==> run_1/placement_by_type.png <==
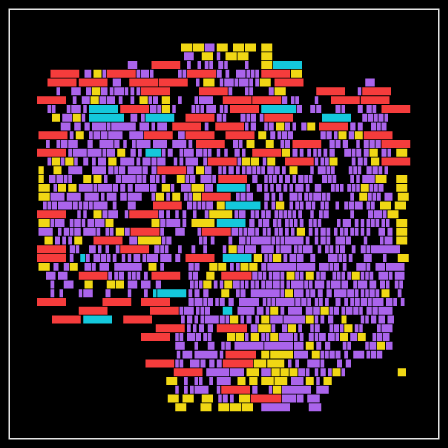
==> run_1/power_grid.png <==
Scale bar: 50 um. Pins as bars on the die edge.
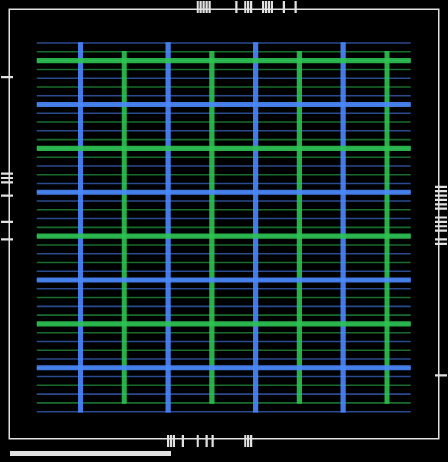
==> run_1/cell_density.png <==
Scale bar: 50 um. 13 x 13 tiles, from black (low) to pale yellow (high), 0 to 100% covered.
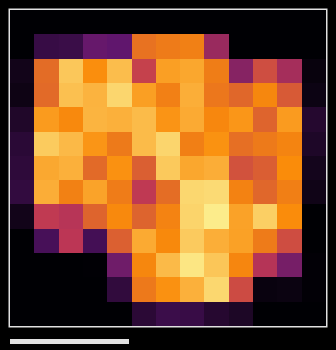
**config.mk**
```make
export PLATFORM = sky130hd
export DESIGN_NAME = led_sweep_engine
export DESIGN_NICKNAME = d
export VERILOG_FILES = /design/src/rtl/led_sweep_engine.sv
export SDC_FILE = /design/constraint.sdc
export NUM_CORES = 1
export LEC_CHECK = 0
export ABC_AREA = 1
export CAP_MARGIN = 20
export CORE_MARGIN = 8
export CORE_UTILIZATION = 45
export CTS_CLUSTER_DIAMETER = 120
export DETAILED_ROUTE_END_ITERATION = 10
export PLACE_DENSITY = 0.77
export SLEW_MARGIN = 20
export SYNTH_ARGS = -nofsm -noshare
export SYNTH_HDL_FRONTEND = slang
export SYNTH_SLANG_ARGS = --single-unit
```
**constraint.sdc**
```tcl
create_clock -name clk -period 2.8 [get_ports clk]
set_input_delay 0.7 -clock clk [delete_from_list [all_inputs] [get_ports clk]]
set_output_delay 0.7 -clock clk [all_outputs]
set_load 0.03 [all_outputs]
```
**src/rtl/led_sweep_engine.sv**
```systemverilog
// led_sweep_engine: sweeps a write head across an LED bar, lighting
// (fill) or extinguishing (dim) up to three LEDs per tick. Sweep modes:
// modulo wrap or ping-pong bounce. A sweep completes when every LED holds
// the target value. The block then optionally restarts.
//
// Ports:
//   clk, rst_n          clock, async active-low reset
//   start               load/restart (beats tick and pause)
//   init_pos, step,     latched at start; step 0 acts as 1,
//   fill_mode,          init_pos is clamped to NUM_LEDS-1
//   bounce_mode
//   loop_en, rate_sel   live controls (repeat, tick rate 2^rate_sel/CLK_HZ)
//   pause               freezes tick counter and sweep
//   led, position       LED drive and current head index
//   busy                not IDLE
//   cycle_done          one-clk pulse when a sweep completes
//   cycle_count         completed sweeps, mod 256
module led_sweep_engine #(
  parameter int NUM_LEDS = 16,
  parameter int CLK_HZ   = 100_000_000
) (
  input  logic                        clk,
  input  logic                        rst_n,
  input  logic                        start,
  input  logic [$clog2(NUM_LEDS)-1:0] init_pos,
  input  logic [1:0]                  step,
  input  logic                        fill_mode,
  input  logic                        bounce_mode,
  input  logic                        loop_en,
  input  logic [1:0]                  rate_sel,
  input  logic                        pause,
  output logic [NUM_LEDS-1:0]         led,
  output logic [$clog2(NUM_LEDS)-1:0] position,
  output logic                        busy,
  output logic                        cycle_done,
  output logic [7:0]                  cycle_count
);
  localparam int PW = $clog2(NUM_LEDS);
  localparam logic [PW+1:0]       N_W  = (PW+2)'(NUM_LEDS);
  localparam logic [NUM_LEDS-1:0] ONE  = {{(NUM_LEDS-1){1'b0}}, 1'b1};

  typedef enum logic [1:0] {S_IDLE, S_RUN, S_FULL} state_t;

  state_t              state_q, state_d;
  logic [PW-1:0]       pos_q, pos_d, init_q, init_d;
  logic [NUM_LEDS-1:0] led_q, led_d;
  logic                dn_q, dn_d, fill_q, fill_d, bnc_q, bnc_d, done_q, done_d;
  logic [1:0]          step_q, step_d;
  logic [7:0]          cnt8_q, cnt8_d;
  logic [31:0]         tcnt_q, tcnt_d, period;
  logic                tick;

  logic [NUM_LEDS-1:0] wmask, led_w;
  logic [PW+1:0]       pos_w, step_w, sum, idx;

  // Live rate_sel; the >= compare keeps a counter that was already past a
  // newly shortened period from running away.
  always_comb begin
    period = 32'(CLK_HZ) >> rate_sel;
    if (period == 32'd0) period = 32'd1;
    tick = (tcnt_q >= period - 32'd1);
  end

  always_comb begin
    state_d = state_q;
    pos_d   = pos_q;
    init_d  = init_q;
    led_d   = led_q;
    dn_d    = dn_q;
    fill_d  = fill_q;
    bnc_d   = bnc_q;
    step_d  = step_q;
    cnt8_d  = cnt8_q;
    tcnt_d  = tcnt_q;
    done_d  = 1'b0;
    wmask   = '0;
    idx     = '0;
    pos_w   = {2'b00, pos_q};
    step_w  = (PW+2)'(step_q);
    sum     = pos_w + step_w;

    // Mask of LEDs the head covers this tick; bounce drops out-of-range ones.
    for (int k = 0; k < 3; k++) begin
      if (2'(k) < step_q) begin
        if (!bnc_q) begin
          idx = pos_w + (PW+2)'(k);
          if (idx >= N_W) idx = idx - N_W;
          wmask = wmask | (ONE << idx);
        end else if (!dn_q) begin
          idx = pos_w + (PW+2)'(k);
          if (idx < N_W) wmask = wmask | (ONE << idx);
        end else if (pos_w >= (PW+2)'(k)) begin
          idx = pos_w - (PW+2)'(k);
          wmask = wmask | (ONE << idx);
        end
      end
    end
    led_w = fill_q ? (led_q | wmask) : (led_q & ~wmask);

    if (start) begin
      state_d = S_RUN;
      init_d  = ({2'b00, init_pos} >= N_W) ? PW'(NUM_LEDS - 1) : init_pos;
      pos_d   = ({2'b00, init_pos} >= N_W) ? PW'(NUM_LEDS - 1) : init_pos;
      led_d   = fill_mode ? '0 : '1;
      fill_d  = fill_mode;
      bnc_d   = bounce_mode;
      step_d  = (step == 2'd0) ? 2'd1 : step;
      dn_d    = 1'b0;
      tcnt_d  = '0;
    end else if (!pause) begin
      tcnt_d = tick ? '0 : tcnt_q + 32'd1;
      if (tick) begin
        case (state_q)
          S_RUN: begin
            led_d = led_w;
            if (!bnc_q) begin
              pos_d = PW'((sum >= N_W) ? sum - N_W : sum);
            end else if (!dn_q) begin
              if (sum <= N_W - 1) pos_d = PW'(sum);
              else begin
                pos_d = PW'(NUM_LEDS - 1);
                dn_d  = 1'b1;
              end
            end else begin
              if (pos_w >= step_w) pos_d = PW'(pos_w - step_w);
              else begin
                pos_d = '0;
                dn_d  = 1'b0;
              end
            end
            if (fill_q ? (&led_w) : ~(|led_w)) begin
              done_d  = 1'b1;
              cnt8_d  = cnt8_q + 8'd1;
              state_d = S_FULL;
            end
          end
          S_FULL: begin
            if (loop_en) begin
              led_d   = fill_q ? '0 : '1;
              pos_d   = init_q;
              dn_d    = 1'b0;
              state_d = S_RUN;
            end else begin
              state_d = S_IDLE;
            end
          end
          default: ;
        endcase
      end
    end
  end

  always_ff @(posedge clk or negedge rst_n) begin
    if (!rst_n) begin
      state_q <= S_IDLE;
      pos_q   <= '0;
      init_q  <= '0;
      led_q   <= '0;
      dn_q    <= 1'b0;
      fill_q  <= 1'b0;
      bnc_q   <= 1'b0;
      step_q  <= 2'd1;
      cnt8_q  <= '0;
      tcnt_q  <= '0;
      done_q  <= 1'b0;
    end else begin
      state_q <= state_d;
      pos_q   <= pos_d;
      init_q  <= init_d;
      led_q   <= led_d;
      dn_q    <= dn_d;
      fill_q  <= fill_d;
      bnc_q   <= bnc_d;
      step_q  <= step_d;
      cnt8_q  <= cnt8_d;
      tcnt_q  <= tcnt_d;
      done_q  <= done_d;
    end
  end

  assign led         = led_q;
  assign position    = pos_q;
  assign busy        = (state_q != S_IDLE);
  assign cycle_done  = done_q;
  assign cycle_count = cnt8_q;
endmodule

```
==> impl_results.html, run 1 <==
<h3>Flow metrics</h3>
<table>
<tr><th>Metric</th><th>Value</th></tr>
<tr><th colspan="2">Drt</th></tr>
<tr><td>Via/cell ratio</td><td>5.52</td></tr>
<tr><td>Wire length per cell</td><td>about 15 um</td></tr>
<tr><td>Antenna-violating nets left</td><td>0</td></tr>
<tr><td>Routed wire length</td><td>18900 um</td></tr>
<tr><td>Vias post-DR</td><td>6966</td></tr>
<tr><td>Iteration-0 DRC count of the detailed router</td><td>about 770</td></tr>
<tr><td>Iteration tally of the first detailed-router pass</td><td>6</td></tr>
<tr><td>DRC violation count after routing</td><td>0</td></tr>
<tr><th colspan="2">Clocking</th></tr>
<tr><td>Number of hold buffers added after cts</td><td>0</td></tr>
<tr><td>H-tree Lvls</td><td>3</td></tr>
<tr><td>Clock latency on the worst-skew pair</td><td>0.34 ns</td></tr>
<tr><td>Root Buffer Master</td><td>sky130_fd_sc_hd__clkbuf_16</td></tr>
<tr><td>Clock-pin slew of the registers on the worst-case setup and hold paths</td><td>about 0.060 ns</td></tr>
<tr><td>CTS tree</td><td>built</td></tr>
<tr><td>Clock Tree Buf Depth</td><td>2</td></tr>
<tr><td>Num CTS Buffers</td><td>9</td></tr>
<tr><td>Clock net sink count</td><td>~70</td></tr>
<tr><th colspan="2">Worst setup path</th></tr>
<tr><td>CP Capture Type</td><td>flop</td></tr>
<tr><td>Required time worst endpoint</td><td>approximately 3.0 ns</td></tr>
<tr><td>Classification of the worst setup path</td><td>reg2reg</td></tr>
<tr><td>Crit path max-delay family</td><td>simple AND/OR/NAND/NOR gates</td></tr>
<tr><td>Critical path fanouts, max</td><td>5</td></tr>
<tr><td>Cells along the critical path</td><td>clkinv_4 &gt; buf_4 &gt; ha_4 &gt; inv_1 &gt; nand2_1 &gt; nand2_2 &gt; buf_4 &gt; nor2_2 &gt; nand2_1 &gt; o21ai_0 &gt; nand2_1 &gt; nand2_1 &gt; nand2_1 &gt; nand3_1 &gt; nand2_1 &gt; nor2_1 &gt; nand3_1 &gt; nand2_2 &gt; nand4_1 &gt; nand2_1 &gt; nand2_1</td></tr>
<tr><td>Setup crit start kind</td><td>flop</td></tr>
<tr><td>Max incr delay on CP</td><td>0.45 ns</td></tr>
<tr><td>Slowest library cell on the worst path</td><td>sky130_fd_sc_hd__dfrtp_2</td></tr>
<tr><td>Arrival time of the worst setup path</td><td>between 3 and 4 ns</td></tr>
<tr><td>Worst path most repeated cell</td><td>sky130_fd_sc_hd__nand2_1</td></tr>
<tr><td>Worst Path Buf+Inv</td><td>4</td></tr>
<tr><th colspan="2">Synthesis</th></tr>
<tr><td>Fraction of synthesized cell area taken by the top area cell type</td><td>0.290</td></tr>
<tr><td>Biggest area contributors in the synthesized netlist</td><td>sky130_fd_sc_hd__dfrtp_1, sky130_fd_sc_hd__nand2_1, sky130_fd_sc_hd__ha_1</td></tr>
<tr><td>Post-synthesis instance total</td><td>approximately 940</td></tr>
<tr><td>Most area-hungry cell type in the Yosys netlist</td><td>sky130_fd_sc_hd__dfrtp_1</td></tr>
<tr><td>Number of flops mapped to enable cells by yosys</td><td>0</td></tr>
<tr><td>Number of warnings printed during yosys synthesis</td><td>0</td></tr>
<tr><td>Unique cell type count in the Yosys netlist</td><td>43</td></tr>
<tr><td>Commonest cells in the netlist</td><td>sky130_fd_sc_hd__nand2_1, sky130_fd_sc_hd__nor2_1, sky130_fd_sc_hd__inv_1</td></tr>
<tr><td>Yosys chip area</td><td>~0.006 mm2</td></tr>
<tr><td>Sequential cell area fraction in the yosys report</td><td>0.294</td></tr>
<tr><td>Flip-flop cell with the highest count after synthesis</td><td>sky130_fd_sc_hd__dfrtp_1</td></tr>
<tr><td>Share of flip-flops with an asynchronous set or reset</td><td>1.00</td></tr>
<tr><td>Number of cells in the yosys synthesis report</td><td>between 900 and 1000</td></tr>
<tr><td>Most popular library cell in the synthesized design by count</td><td>sky130_fd_sc_hd__nand2_1</td></tr>
<tr><td>Mean post-synth cell area</td><td>approximately 6.5 um2</td></tr>
<tr><td>Post-synthesis sequential element count</td><td>between 70 and 80</td></tr>
<tr><td>Cell Area, Synth</td><td>roughly 0.006 mm2</td></tr>
<tr><th colspan="2">Global route</th></tr>
<tr><td>Most crowded layer after global routing</td><td>met2</td></tr>
<tr><td>Number of antenna violations at the first check in global routing</td><td>0</td></tr>
<tr><td>All-Layer GR Usage</td><td>0.217</td></tr>
<tr><td>First-pass GRT wire length</td><td>between 30000 and 40000 um</td></tr>
<tr><td>Met2 track utilization from global routing</td><td>0.382</td></tr>
<tr><td>Pin count of the biggest net entering global routing</td><td>roughly 40</td></tr>
<tr><td>Via count of the first global-routing pass</td><td>~7000</td></tr>
<tr><td>Overflow left after global routing</td><td>0</td></tr>
<tr><td>Met1 layer usage reported by global route</td><td>0.247</td></tr>
<tr><td>GR Util met3</td><td>0.0473</td></tr>
<tr><th colspan="2">Place</th></tr>
<tr><td>Count of input and output buffers</td><td>44</td></tr>
<tr><td>Placer Congestion</td><td>0.919</td></tr>
<tr><td>DP Worst Slack</td><td>-0.543 ns</td></tr>
<tr><td>Dpl hpwl</td><td>about 14000 um</td></tr>
<tr><th colspan="2">Layout</th></tr>
<tr><td>Non-clock buffer share</td><td>0.159</td></tr>
<tr><td>Combinational cell area excluding buffers and inverters</td><td>0.00433 mm2</td></tr>
<tr><td>Synthesis-to-finish area growth</td><td>36.1%</td></tr>
<tr><td>Relative area of clock buffers and inverters in the final design</td><td>0.0416</td></tr>
<tr><td>Invs w/o clock</td><td>79</td></tr>
<tr><td># fillers</td><td>approximately 1200</td></tr>
<tr><td>Flip-flop and latch count</td><td>between 70 and 80</td></tr>
<tr><td>Buffers outside the clock class</td><td>approximately 150</td></tr>
<tr><td>Top cell category</td><td>multi-input combinational cells</td></tr>
<tr><td>Antenna Cells</td><td>0</td></tr>
<tr><td>Proportion of cell area occupied by multi-input gates</td><td>0.520</td></tr>
<tr><td>Count of multi-input combinational gates</td><td>765</td></tr>
<tr><td>Layout cells sized above 1</td><td>0.206</td></tr>
<tr><td>Proportion of cell area occupied by registers</td><td>0.217</td></tr>
<tr><td>Count of clock-net buffers in the final layout</td><td>11</td></tr>
<tr><td>Area taken by flip-flops and latches</td><td>around 0.0018 mm2</td></tr>
<tr><td>Net count of the finished layout</td><td>1139</td></tr>
<tr><th colspan="2">Job</th></tr>
<tr><td>Number of maximum-capacitance violations</td><td>0</td></tr>
<tr><td>Count of tool warnings</td><td>roughly 40</td></tr>
<tr><th colspan="2">Die</th></tr>
<tr><td>IO Count</td><td>between 40 and 50</td></tr>
<tr><td>Tapcells</td><td>between 150 and 200</td></tr>
<tr><td>Chip area</td><td>between 0.015 and 0.02 mm2</td></tr>
<tr><td>Std cell rows</td><td>about 42</td></tr>
<tr><th colspan="2">STA</th></tr>
<tr><td>Unrepaired setup endpoints after global routing</td><td>true</td></tr>
<tr><td>Final worst path period need</td><td>roughly 3 ns</td></tr>
<tr><td>Post-route setup TNS</td><td>-0.905 ns</td></tr>
<tr><td>Clock Skew</td><td>~0.0057 ns</td></tr>
<tr><td>Count of final hold-check violations</td><td>0</td></tr>
<tr><td>Hold Slack</td><td>between 0.3 and 0.4 ns</td></tr>
<tr><td>Period Utilization, post-route</td><td>1.04</td></tr>
<tr><td>Relative slew slack</td><td>0.619</td></tr>
<tr><td>Max Transition Viols Final</td><td>0</td></tr>
<tr><td>Highest attainable clock frequency</td><td>approximately 340 MHz</td></tr>
<tr><td>Post-route setup slack</td><td>-0.116 ns</td></tr>
<tr><td>Final setup vio count</td><td>10</td></tr>
<tr><td>Transition time of the tightest slew-check pin</td><td>0.572 ns</td></tr>
<tr><th colspan="2">Min path</th></tr>
<tr><td>Class of the worst hold path</td><td>in2async</td></tr>
<tr><th colspan="2">Outcome</th></tr>
<tr><td>Violated checks</td><td>negative setup slack</td></tr>
<tr><td>Status</td><td>complete, but fails checks</td></tr>
<tr><th colspan="2">Power and ir drop</th></tr>
<tr><td>Power Dens Cells</td><td>between 600 and 700 mW/mm2</td></tr>
<tr><td>Leakage</td><td>4.08 nW</td></tr>
</table>
About placement_by_type.png:
cyan -> clock drivers and dummy loads  # cells 16, share of their area 4.3%
purple -> combinational and other logic  # cells 844, share of their area 57%
yellow -> remaining buffers and delay cells  # cells 153, share of their area 16%
red -> sequential cells  # cells 72, share of their area 22%
Core Area: 0.0132 mm2
final cell area excluding filler cells: 0.00833 mm2

About power_grid.png:
green -> VDD
blue -> VSS
met4 straps = 8
signal pins = 45
met5 straps = 8
worst IR drop on VDD: 0.338 mV
horizontal extent of the die: 133 um
floorplan die height: 133 um

About cell_density.png:
mean over tiles = 46%
nearly empty tiles = 23%
densest ninth of the die = center
fullest tile = 96%
floorplan core density: 0.462
final core occ: 0.629

run 1: metal layers:
| layer | vias to the layer above | wire length [um] | part of all wire |
|---|---|---|---|
| met1 | 3260 | 7610 | 0.40 |
| li1 | 3365 | - | - |
| met2 | 270 | 9490 | 0.50 |
| met3 | 71 | 1170 | 0.062 |
| met5 | - | 0 | 0 |
| met4 | 0 | 604 | 0.032 |
run 1: per-stage QoR:
stage                     area [um2]  power [mW]  std cells
after floorplan                 6150        2.67        943
after global placement          7470        3.60       1234
after detailed placement        7470        3.64       1234
after CTS                       8150        5.28       1259
after global routing            8330        5.82       1261
final                           8330        5.48       1261
run 1: timing repair:
action	4_1_cts	5_1_grt
setup buffers	8	3
resized	66	54
gates cloned	2	0
endpoints found under the setup margin	57	59
pin swaps	25	27
run 1: power by group:
part	leakage, nW	internal, mW	total, mW	switching [mW]
combinational	2.97	1.19	2.88	1.70
clock	0.170	0.895	1.33	0.439
sequential	0.945	1.13	1.26	0.128
total	4.08	3.21	5.48	2.27
run 1: registers in the layout (all words and copies together), names as in the netlist:
name	cells
dn_q	1
led	16
cycle_done	1
fill_q	1
bnc_q	1
cycle_count	8
init_q	4
position	4
step_q	2
state_q	2
tcnt_q	32
run 1: cell families after synthesis:
kind of cell | count (synthesis) | synth area share
simple gates | 558 | 0.388
compound gates | 129 | 0.117
buf+inv | 107 | 0.0674
flops | 72 | 0.294
fa+ha+maj | 44 | 0.0924
xor+xnor | 28 | 0.0400
other cells | 2 | 0.00123
run 1: worst paths after layout:
kind / end / slack, ns / cells after the start / from
worst max-delay path: cycle_count[4] / -0.12 / 21 / position[1]
worst min-delay path: led[11] / 0.35 / 1 / rst_n
worst max register to register: cycle_count[4] / -0.12 / 21 / position[1]
worst min register to register: init_q[1] / 0.47 / 2 / init_q[1]
max in group asynchronous: led[1] / 1.84 / 2 / rst_n
min in group clk: init_q[1] / 0.47 / 2 / init_q[1]
run 1: placed cells by master, fill, tap and decap left out, types with 5 or more instances in the layout:
cell type,n
sky130_fd_sc_hd__nand2_1,284
sky130_fd_sc_hd__nand3b_1,9
sky130_fd_sc_hd__xnor2_1,7
sky130_fd_sc_hd__nor2_1,101
sky130_fd_sc_hd__conb_1,5
sky130_fd_sc_hd__a21oi_2,10
sky130_fd_sc_hd__o21ai_2,5
sky130_fd_sc_hd__nor2_4,8
sky130_fd_sc_hd__nand4_1,25
sky130_fd_sc_hd__nor4_1,6
sky130_fd_sc_hd__a21oi_1,45
sky130_fd_sc_hd__buf_4,98
sky130_fd_sc_hd__buf_6,6
sky130_fd_sc_hd__o21ai_0,40
sky130_fd_sc_hd__nand3_2,5
sky130_fd_sc_hd__clkbuf_16,9
sky130_fd_sc_hd__nor2_2,12
sky130_fd_sc_hd__inv_1,70
sky130_fd_sc_hd__nand2_2,16
sky130_fd_sc_hd__clkdlybuf4s50_1,41
sky130_fd_sc_hd__o21ai_1,6
sky130_fd_sc_hd__dfrtp_1,67
sky130_fd_sc_hd__ha_1,34
sky130_fd_sc_hd__xor2_1,21
sky130_fd_sc_hd__nor3_1,11
sky130_fd_sc_hd__inv_2,8
sky130_fd_sc_hd__ha_4,7
sky130_fd_sc_hd__nand3_1,65
--- run 2 (diff from run 1) ---
--- a/config.mk
+++ b/config.mk
@@ -6,12 +6,11 @@
 export NUM_CORES = 1
 export LEC_CHECK = 0
 export ABC_AREA = 1
-export CAP_MARGIN = 20
 export CORE_MARGIN = 8
 export CORE_UTILIZATION = 45
 export CTS_CLUSTER_DIAMETER = 120
 export DETAILED_ROUTE_END_ITERATION = 10
-export PLACE_DENSITY = 0.77
+export PLACE_DENSITY = 0.75
 export SLEW_MARGIN = 20
 export SYNTH_ARGS = -nofsm -noshare
 export SYNTH_HDL_FRONTEND = slang
==> constraint.sdc (replaced) <==
create_clock -name clk -period 3 [get_ports clk]
set_input_delay 0.75 -clock clk [delete_from_list [all_inputs] [get_ports clk]]
set_output_delay 0.75 -clock clk [all_outputs]
set_load 0.03 [all_outputs]
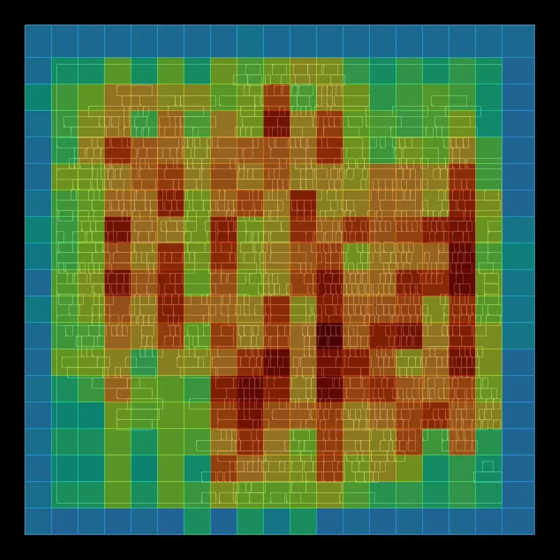
(run_2/congestion.png)
All-Layer GR Usage: 0.198
met2 track utilization from global routing: 0.346

==> run 2 against run 1 <==
Net effect: the flow now finishes without violations; clock power fell by about 20%; critical endpoint is now cycle_count[2]; core utilization fell by 4.3 points; sequential share of layout area rose by 1.6 points; worst setup slack improved by 0.29 ns.
==> impl_results.html, run 2 <==
<h3>Flow metrics</h3>
<table>
<tr><th>Metric</th><th>Value</th></tr>
<tr><th colspan="2">Layout</th></tr>
<tr><td>Register with the highest flop count</td><td>tcnt_q (unchanged)</td></tr>
<tr><td># fillers</td><td>1232 (was 1182)</td></tr>
<tr><td>Flip-flop count of the largest register after layout</td><td>32 (unchanged)</td></tr>
<tr><td>Net count of the finished layout</td><td>1091 (was 1139)</td></tr>
<tr><td>Most numerous logic cell after layout</td><td>sky130_fd_sc_hd__nand2_1 (unchanged)</td></tr>
<tr><td>Commonest cells after routing, fill and taps aside</td><td>sky130_fd_sc_hd__nand2_1, sky130_fd_sc_hd__nor2_1, sky130_fd_sc_hd__inv_1 (was sky130_fd_sc_hd__nand2_1, sky130_fd_sc_hd__nor2_1, sky130_fd_sc_hd__buf_4)</td></tr>
<tr><td>Final cell area excluding filler cells</td><td>0.00776 mm2 (was 0.00833 mm2)</td></tr>
<tr><td>Final std cells w/o fill</td><td>1213 (was 1261)</td></tr>
<tr><td>Antenna Cells</td><td>0 (unchanged)</td></tr>
<tr><td>Synthesis-to-finish area growth</td><td>26.7% (was 36.1%)</td></tr>
<tr><td>Layout cells sized above 1</td><td>0.157 (was 0.206)</td></tr>
<tr><th colspan="2">Synthesis</th></tr>
<tr><td>Most popular library cell in the synthesized design by count</td><td>sky130_fd_sc_hd__nand2_1 (unchanged)</td></tr>
<tr><td>Post-synthesis sequential element count</td><td>72 (unchanged)</td></tr>
<tr><td>Commonest cells in the netlist</td><td>sky130_fd_sc_hd__nand2_1, sky130_fd_sc_hd__nor2_1, sky130_fd_sc_hd__inv_1 (unchanged)</td></tr>
<tr><td>Number of cells in the yosys synthesis report</td><td>940 (unchanged)</td></tr>
<tr><td>Unique cell type count in the Yosys netlist</td><td>43 (unchanged)</td></tr>
<tr><td>Mean post-synth cell area</td><td>6.51 um2 (unchanged)</td></tr>
<tr><td>Number of warnings printed during yosys synthesis</td><td>0 (unchanged)</td></tr>
<tr><td>Fraction of synthesized cell area taken by the top area cell type</td><td>0.290 (unchanged)</td></tr>
<tr><td>Most area-hungry cell type in the Yosys netlist</td><td>sky130_fd_sc_hd__dfrtp_1 (unchanged)</td></tr>
<tr><td>Flip-flop cell with the highest count after synthesis</td><td>sky130_fd_sc_hd__dfrtp_1 (unchanged)</td></tr>
<tr><td>Sequential cell area fraction in the yosys report</td><td>0.294 (unchanged)</td></tr>
<tr><td>Cell Area, Synth</td><td>0.00612 mm2 (unchanged)</td></tr>
<tr><td>Biggest area contributors in the synthesized netlist</td><td>sky130_fd_sc_hd__dfrtp_1, sky130_fd_sc_hd__nand2_1, sky130_fd_sc_hd__ha_1 (unchanged)</td></tr>
<tr><td>Post-synthesis instance total</td><td>940 (unchanged)</td></tr>
<tr><td>Share of flip-flops with an asynchronous set or reset</td><td>1.00 (unchanged)</td></tr>
<tr><td>Number of flops mapped to enable cells by yosys</td><td>0 (unchanged)</td></tr>
<tr><td>Yosys chip area</td><td>0.00612 mm2 (unchanged)</td></tr>
<tr><th colspan="2">Job</th></tr>
<tr><td>Number of maximum-capacitance violations</td><td>0 (unchanged)</td></tr>
<tr><td>Count of tool warnings</td><td>38 (was 40)</td></tr>
<tr><th colspan="2">Global route</th></tr>
<tr><td>Overflow left after global routing</td><td>0 (unchanged)</td></tr>
<tr><td>Number of antenna violations at the first check in global routing</td><td>0 (unchanged)</td></tr>
<tr><td>Via count of the first global-routing pass</td><td>6241 (was 6813)</td></tr>
<tr><td>First-pass GRT wire length</td><td>28900 um (was 32000 um)</td></tr>
<tr><td>Pin count of the biggest net entering global routing</td><td>73 (was 40)</td></tr>
<tr><th colspan="2">Min path</th></tr>
<tr><td>Class of the worst hold path</td><td>in2async (unchanged)</td></tr>
<tr><th colspan="2">Drt</th></tr>
<tr><td>Antenna-violating nets left</td><td>0 (unchanged)</td></tr>
<tr><td>Vias post-DR</td><td>6597 (was 6966)</td></tr>
<tr><td>DRC violation count after routing</td><td>0 (unchanged)</td></tr>
<tr><td>Iteration-0 DRC count of the detailed router</td><td>475 (was 766)</td></tr>
<tr><td>Via/cell ratio</td><td>5.44 (was 5.52)</td></tr>
<tr><td>Iteration tally of the first detailed-router pass</td><td>5 (was 6)</td></tr>
<tr><td>Wire length per cell</td><td>14.6 um (was 15.0 um)</td></tr>
<tr><td>Routed wire length</td><td>17700 um (was 18900 um)</td></tr>
<tr><th colspan="2">STA</th></tr>
<tr><td>Period Utilization, post-route</td><td>0.942</td></tr>
<tr><td>Highest attainable clock frequency</td><td>roughly 350 MHz</td></tr>
<tr><td>Count of final hold-check violations</td><td>0 (unchanged)</td></tr>
<tr><td>Final worst path period need</td><td>roughly 2.8 ns</td></tr>
<tr><td>Post-route setup slack</td><td>0.175 ns (was -0.116 ns)</td></tr>
<tr><td>Max Transition Viols Final</td><td>0 (unchanged)</td></tr>
<tr><td>Transition time of the tightest slew-check pin</td><td>0.602 ns (was 0.572 ns)</td></tr>
<tr><td>Post-route setup TNS</td><td>0 ns (was -0.905 ns)</td></tr>
<tr><td>Clock Skew</td><td>0.00680 ns (was 0.00567 ns)</td></tr>
<tr><td>Relative slew slack</td><td>0.597 (was 0.619)</td></tr>
<tr><td>Final setup vio count</td><td>0 (was 10)</td></tr>
<tr><th colspan="2">Place</th></tr>
<tr><td>DP Worst Slack</td><td>-0.498 ns (was -0.543 ns)</td></tr>
<tr><td>Count of input and output buffers</td><td>44 (unchanged)</td></tr>
<tr><td>Placer Congestion</td><td>0.985 (was 0.919)</td></tr>
<tr><td>Placement-stage cell area</td><td>0.00715 mm2 (was 0.00747 mm2)</td></tr>
<tr><td>Dpl hpwl</td><td>13400 um (was 13700 um)</td></tr>
<tr><td>Placed Cells incl. Taps</td><td>1194 (was 1234)</td></tr>
<tr><th colspan="2">Clocking</th></tr>
<tr><td>Clock Tree Buf Depth</td><td>2 (unchanged)</td></tr>
<tr><td>Num CTS Buffers</td><td>9 (unchanged)</td></tr>
<tr><td>CTS tree</td><td>built (unchanged)</td></tr>
<tr><td>Number of hold buffers added after cts</td><td>0 (unchanged)</td></tr>
<tr><td>Clock latency on the worst-skew pair</td><td>0.34 ns (about the same)</td></tr>
<tr><td>Clock net sink count</td><td>72 (unchanged)</td></tr>
<tr><td>H-tree Lvls</td><td>3 (unchanged)</td></tr>
<tr><td>Root Buffer Master</td><td>sky130_fd_sc_hd__clkbuf_16 (unchanged)</td></tr>
<tr><td>Clock-pin slew of the registers on the worst-case setup and hold paths</td><td>0.06 ns (about the same)</td></tr>
<tr><th colspan="2">Worst setup path</th></tr>
<tr><td>Classification of the worst setup path</td><td>in2reg (was reg2reg)</td></tr>
<tr><td>Arrival time of the worst setup path</td><td>3.05 ns (was 3.14 ns)</td></tr>
<tr><td>Critical path fanouts, max</td><td>6 (was 5)</td></tr>
<tr><td>CP Capture Type</td><td>flop (unchanged)</td></tr>
<tr><td>Required time worst endpoint</td><td>3.22 ns (was 3.03 ns)</td></tr>
<tr><td>Setup crit start kind</td><td>input port (was flop)</td></tr>
<tr><th colspan="2">Die</th></tr>
<tr><td>Floorplan core density</td><td>0.462 (unchanged)</td></tr>
<tr><td>IO Count</td><td>45 (unchanged)</td></tr>
<tr><td>Core Area</td><td>0.0132 mm2 (unchanged)</td></tr>
<tr><td>Floorplan die height</td><td>133 um (unchanged)</td></tr>
<tr><td>Chip area</td><td>0.0176 mm2 (unchanged)</td></tr>
<tr><td>Std cell rows</td><td>42 (unchanged)</td></tr>
<tr><td>Horizontal extent of the die</td><td>133 um (unchanged)</td></tr>
<tr><th colspan="2">Power and ir drop</th></tr>
<tr><td>Worst IR drop on VDD</td><td>0.293 mV (was 0.338 mV)</td></tr>
<tr><td>Power Dens Cells</td><td>576 mW/mm2 (was 658 mW/mm2)</td></tr>
<tr><td>Leakage</td><td>3.74 nW (was 4.08 nW)</td></tr>
<tr><td>Overall power after layout</td><td>4.47 mW (was 5.48 mW)</td></tr>
<tr><th colspan="2">Outcome</th></tr>
<tr><td>Status</td><td>complete, no violations (was complete, but fails checks)</td></tr>
</table>
==> run 2: cell counts after synthesis <==
Identical to the previous run, type by type.
==> run 2: area by class of cell <==
class                      instances  area (um2)  area share
clock buffer                      10         239      0.0308
clock inverter                     6        58.8     0.00758
inverter                          79         302      0.0389
multi-input combinational        764        4200       0.541
sequential                        72        1810       0.233
tap                              176         220      0.0284
timing repair buffer             106         937       0.121
==> run 2: critical path: stages <==
cell and delay, ns:
sky130_fd_sc_hd__dlygate4sd2_1 0.28, sky130_fd_sc_hd__inv_2 0.09, sky130_fd_sc_hd__nor2_4 0.04, sky130_fd_sc_hd__buf_4 0.13
sky130_fd_sc_hd__ha_1 0.29, sky130_fd_sc_hd__nand2_1 0.10, sky130_fd_sc_hd__nor4_2 0.29, sky130_fd_sc_hd__nand2_1 0.08
sky130_fd_sc_hd__o2111ai_1 0.08, sky130_fd_sc_hd__nand3_1 0.14, sky130_fd_sc_hd__nand2_2 0.11, sky130_fd_sc_hd__nand2_1 0.07
sky130_fd_sc_hd__buf_4 0.15, sky130_fd_sc_hd__nor2_2 0.15, sky130_fd_sc_hd__nand3_4 0.12, sky130_fd_sc_hd__nand2_1 0.11
sky130_fd_sc_hd__o21ai_1 0.06
==> run 2: through the flow <==
step                utilization  hold slack [ns]
floorplan                     -            0.436
global placement          0.540            0.450
detailed placement        0.540            0.457
CTS                       0.564            0.423
global route              0.586            0.444
finish                    0.586            0.411
==> run 2: cells by family after synthesis <==
kind of cell             after synthesis  share of synthesized area
XOR/XNOR                              28                     0.0400
buffers and inverters                107                     0.0674
AND-OR/OR-AND                        129                      0.117
AND/OR/NAND/NOR                      558                      0.388
adder cells (fa/ha/maj)               44                     0.0924
other                                  2                    0.00123
flip-flops                            72                      0.294
==> run 2: layer usage <==
| layer | vias to the layer above | global-route usage | part of all wire |
|---|---|---|---|
| met5 | - | 0 | 0 |
| met4 | 0 | 0.112 | 0.047 |
| met3 | 64 | 0.0431 | 0.055 |
| met2 | 237 | 0.346 | 0.48 |
| met1 | 3034 | 0.218 | 0.41 |
| li1 | 3262 | - | - |
==> run 2: timing repair <==
| action | CTS | global route |
|---|---|---|
| resized | 8 | 80 |
| endpoints found under the setup margin | 33 | 23 |
| buffers inserted | 1 | 2 |
| pin swaps | 3 | 18 |
==> run 2: path summary, 6_finish.rpt <==
kind                       cells past startpoint  slack (ns)        start             end
max in group asynchronous                      2        2.26        rst_n  cycle_count[0]
setup / recovery                              17        0.18  rate_sel[1]  cycle_count[2]
hold reg to reg                                2        0.47    init_q[1]       init_q[1]
setup reg to reg                              20        0.21  position[1]  cycle_count[6]
hold / removal                                 2        0.41        rst_n       step_q[1]
min in group clk                               2        0.47    init_q[1]       init_q[1]
==> run 2: power by group <==
part	internal [mW]	switching, mW	total [mW]
logic	0.818	1.41	2.22
clock network	0.661	0.413	1.07
registers	1.06	0.118	1.17
Power and IR drop assume default switching activity.
